**Run 1: selected gate families**

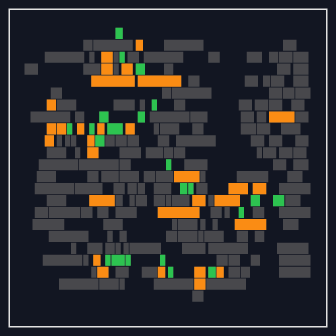
**Run 1: the metal 2 layer**

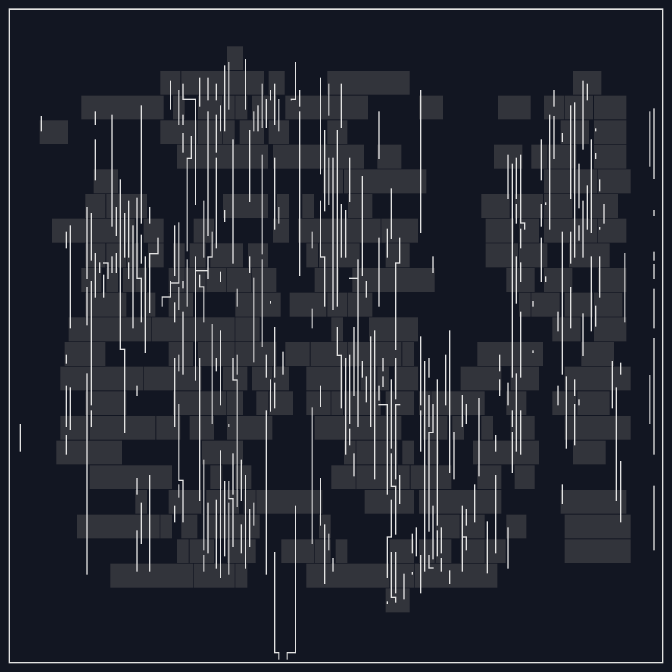
**Run 1: clock wires, drivers and flops**

The bar under the picture is 20 um long.
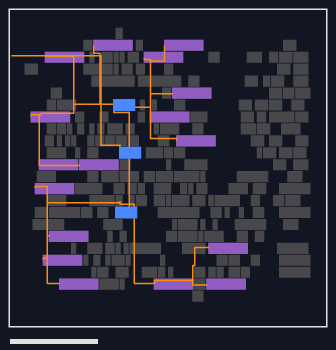
Design pipe_hazard_ctrl, sky130hd; sources not shown.
==> changes_impl.md, run 1 <==
## Implementation

* Seq/Total Area, Yosys at 32.6%
* # Post-CTS Setup Buffers at 1
* Die area at 5180 um2
* Dominant cell by count in the synthesized netlist: dfrtp_1
* CP Cell Sequence: or4_4 -> buf_6 -> a31o_4 -> and2_4 -> buf_12
* Crit path capture type: primary output
* WL final at 3580 um
* AO/OA Area Share at 19.2%
* #FFs+latches synth at 17
* Synth Area per Inst at 8.88 um2
* Port bufs at 32
* Yosys simple share at 25.1%
* Max Root-Sink Buffers at 2
* Most frequent logic cells in the routed design: 26 x buf_4, 17 x dfrtp_1, 12 x inv_1, 12 x nor2_1
* Internal Dissipation at 0.697 mW
* Flop Count at 17
* Overall routing resource usage at 13.9%
* Fin crit period at 2.30 ns
* Max-slew headroom at the worst pin at 70.9%
* Worst hold path class: in -> async
* Failing checks: setup timing
* Final ANT Viol Nets at 0
* Peak supply drop at 221 uV
* Reg2Reg Setup Slack at 0.21 ns
* Bufs w/o clock at 61
* M1 GR Usage at 17.3%
* Die Y at 72.0 um
* Fp_density at 31.9%
* Worst-path clk slew at 0.07 ns
* Share of cells above drive strength 1 at 32.5%
* Final slew viol count at 0
* Cells after Synth at 147
* Mapped Area at 1310 um2
* CP max-delay cell: or4_4
* Yosys top cell by area: dfrtp_1
* Worst slew pin tran at 0.434 ns
* Post-synth tally of flip-flops with integrated enable at 0
* CP Buf/Inv Count at 2
* Status: finished, violations left
* Post-layout instance area at 2140 um2
* Iter 0 DRT Violations at 49
* Clock Network Area Fraction at 2.16%
* Syn Nets at 180
* Final setup fails at 6
* Non-CTS inverters at 14
* Tap cells at 50
* Placed Area at 1980 um2
* Via/cell ratio at 5.06
* Ports at 33
* Drt drc at 0
* Max reg flops at 10
* Combinational Area at 930 um2
* Switching Fraction at 35.7%
* WL met3 at 219 um
* Critical Path RT at 1.74 ns
* Synth cell types at 44
* Reg power frac at 35.9%
* First-pass GRT wire length at 5690 um
* Setup slack after layout at -0.125 ns
* Htree depth at 1
* Data buffer area share at 29.3%
* WHS at 0.199 ns
* Worst setup path category: reg -> out
* Grt met3 use at 2.91%
* Global route overflow at 0
* Final net count at 243
* Max Cap Viol at 0
* Fill cells at 398
* Reg area at 425 um2
* Pleak at 0.947 nW
* Commonest flop: dfrtp_1
* Sum of negative setup slack at -0.645 ns
* FP Rows at 23
* Tool warning count at 36
* Die x size at 72.0 um
* # resized after CTS at 26
* Area leader share at 32.6%
* Multiplexer share at 2.49%
* Synth top cells by count: 17 x dfrtp_1, 14 x inv_1, 12 x nor2_1, 11 x nand2_1, 9 x ha_1
* RSZ-0062 raised after global routing: yes
* Final hold violations at 0
* Pre-CTS setup slack at -0.338 ns
* TritonCTS Sinks at 17
* CP Launch Type: flop
* Biggest area cells: dfrtp_1 33%, ha_1 8.6%, xor2_1 5.4%
* Synth Warn # at 0
* Post-layout util at 52.5%
* CTS Hold Bufs at 0
* Crit path DAT at 1.87 ns
* Largest cell class: combinational gates
* Routability cong. at 0.881
* Initial antenna violation count at 0
* Most used routing layer: met2
* Total Power at 1.09 mW
* Combinational logic power at 0.451 mW
* First-pass iteration count of the detailed router at 4
* N_diodes at 0
* Top sig layer: met4
* Largest net degree at the start of global routing at 11
* Clock Tree Root: clkbuf_8
* Yosys stat cell total at 147
* Top Consumer: combinational cells
* Number of global-route vias before repair at 1305
* Met2 WL at 1600 um
* Levels on crit path at 5
* Cycle use final at 106%
* Flop share of the area at 19.8%
## Picture notes: 'selected gate families'
inverting AOI/OAI gates -> orange  # cells 30
NAND gates -> green  # cells 22
Finished Layout Cells: 259
Commonest Layout Cell: buf_4
Comb area share: 43.3%

## Picture notes: 'the metal 2 layer'
nets with wire on the layer = 210
longest straight run = 23.5 um
main direction = vertical
share of all routed wire = 45%
via count: 1311
met2 Track Usage GR: 23.2%

## Picture notes: 'clock wires, drivers and flops'
flip-flops -> purple  # count 17
clock wires -> orange  # length 297 um
clock drivers -> blue  # count 3
routed clock nets = 4
clock share of power: 22.5%
later-pin clock latency in the skew report: 0.26 ns
clk_skew: 0.00412 ns
Clk power: 0.245 mW

## Run 2: what changed since run 1
--- a/config.mk
+++ b/config.mk
@@ -9,6 +9,7 @@
 export CORE_MARGIN = 3
 export CORE_UTILIZATION = 30
 export DETAILED_ROUTE_END_ITERATION = 7
+export GPL_TIMING_DRIVEN = 0
 export PLACE_DENSITY_LB_ADDON = 0.08
 export SETUP_SLACK_MARGIN = 0.02
 export SYNTH_ARGS = -nofsm -noshare
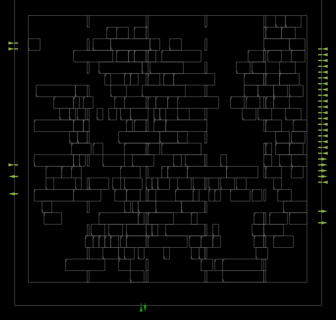
**Above:** run 2 (cell placement).
Finished Layout Cells: 245
Core Box Area: 4090 um2

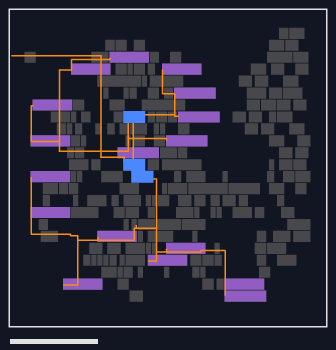
**Above:** run 2 (clock wires, drivers and flops).
The bar under the picture is 20 um long.
clock drivers -> blue  # count 3
clock wires -> orange  # length 286 um
flip-flops -> purple  # count 17
routed clock nets = 4
clock share of power: 23.3%
clk_skew: 0.00275 ns
later-pin clock latency in the skew report: 0.25 ns
Clk power: 0.243 mW

==> run 2 against run 1 <==
Effect of this change:
- the flow still finishes with violations (setup timing)
- routed wire length increased by 2.0%
- non-clock buffer count shrank 14
- total power fell by 3.8%
- final area fell by 8.5%
- critical path depth did not move
- clock power barely moved
- setup slack worse by 0.058 ns
- global-route usage grew 1.3 points
- cell count decreased by 5.4%
- largest power group unchanged
==> changes_impl.md, run 2 <==
## Implementation

* WHS at 0.0667 ns
* Post-synth tally of flip-flops with integrated enable at 0
* Overall routing resource usage at 15.2%
* Cycle use final at 108%
* Fp_density at 31.9%
* Die Y at 72.0 um
* Setup slack after layout at -0.183 ns
* Met2 Track Usage GR at 26.0%
* Synth Warn # at 0
* Global route overflow at 0
* Max Root-Sink Buffers at 2
* Flop share of the area at 22.0%
* Total Power at 1.04 mW
* CP max-delay cell: or4_4
* Final setup fails at 6
* Synth top cells by count: 17 x dfrtp_1, 14 x inv_1, 12 x nor2_1, 11 x nand2_1, 9 x ha_1
* Largest net degree at the start of global routing at 27
* Multiplexer share at 2.49%
* Top Consumer: combinational cells
* Comb area share at 47.8%
* Clock Network Area Fraction at 2.30%
* Biggest area cells: dfrtp_1 33%, ha_1 8.6%, xor2_1 5.4%
* Initial antenna violation count at 0
* Non-CTS inverters at 14
* M1 GR Usage at 20.2%
* Placed Area at 1710 um2
* Switching Fraction at 36.4%
* TritonCTS Sinks at 17
* Via/cell ratio at 5.23
* Peak supply drop at 334 uV
* Crit path DAT at 1.93 ns
* Pleak at 0.864 nW
* Port bufs at 32
* # Post-CTS Setup Buffers at 11
* Commonest flop: dfrtp_1
* Max-slew headroom at the worst pin at 43.4%
* Number of global-route vias before repair at 1316
* Dominant cell by count in the synthesized netlist: dfrtp_1
* Sum of negative setup slack at -0.780 ns
* First-pass GRT wire length at 6320 um
* Most used routing layer: met2
* Reg power frac at 37.2%
* Tool warning count at 36
* Iter 0 DRT Violations at 57
* Worst setup path category: reg -> out
* Levels on crit path at 5
* Final net count at 229
* FP Rows at 23
* Routability cong. at 0.857
* Post-layout util at 48.0%
* Combinational Area at 937 um2
* Seq/Total Area, Yosys at 32.6%
* Status: finished, violations left
* Share of cells above drive strength 1 at 28.2%
* Yosys simple share at 25.1%
* Final ANT Viol Nets at 0
* Worst slew pin tran at 0.843 ns
* Ports at 33
* Via count at 1282
* Reg area at 432 um2
* Largest cell class: combinational gates
* Worst hold path class: in -> async
* WL met3 at 227 um
* Failing checks: setup timing
* Synth Area per Inst at 8.88 um2
* Top sig layer: met4
* N_diodes at 0
* CP Buf/Inv Count at 2
* Bufs w/o clock at 47
* Worst-path clk slew at 0.07 ns
Power figures rest on the tool's default switching activity, not on a simulated workload.
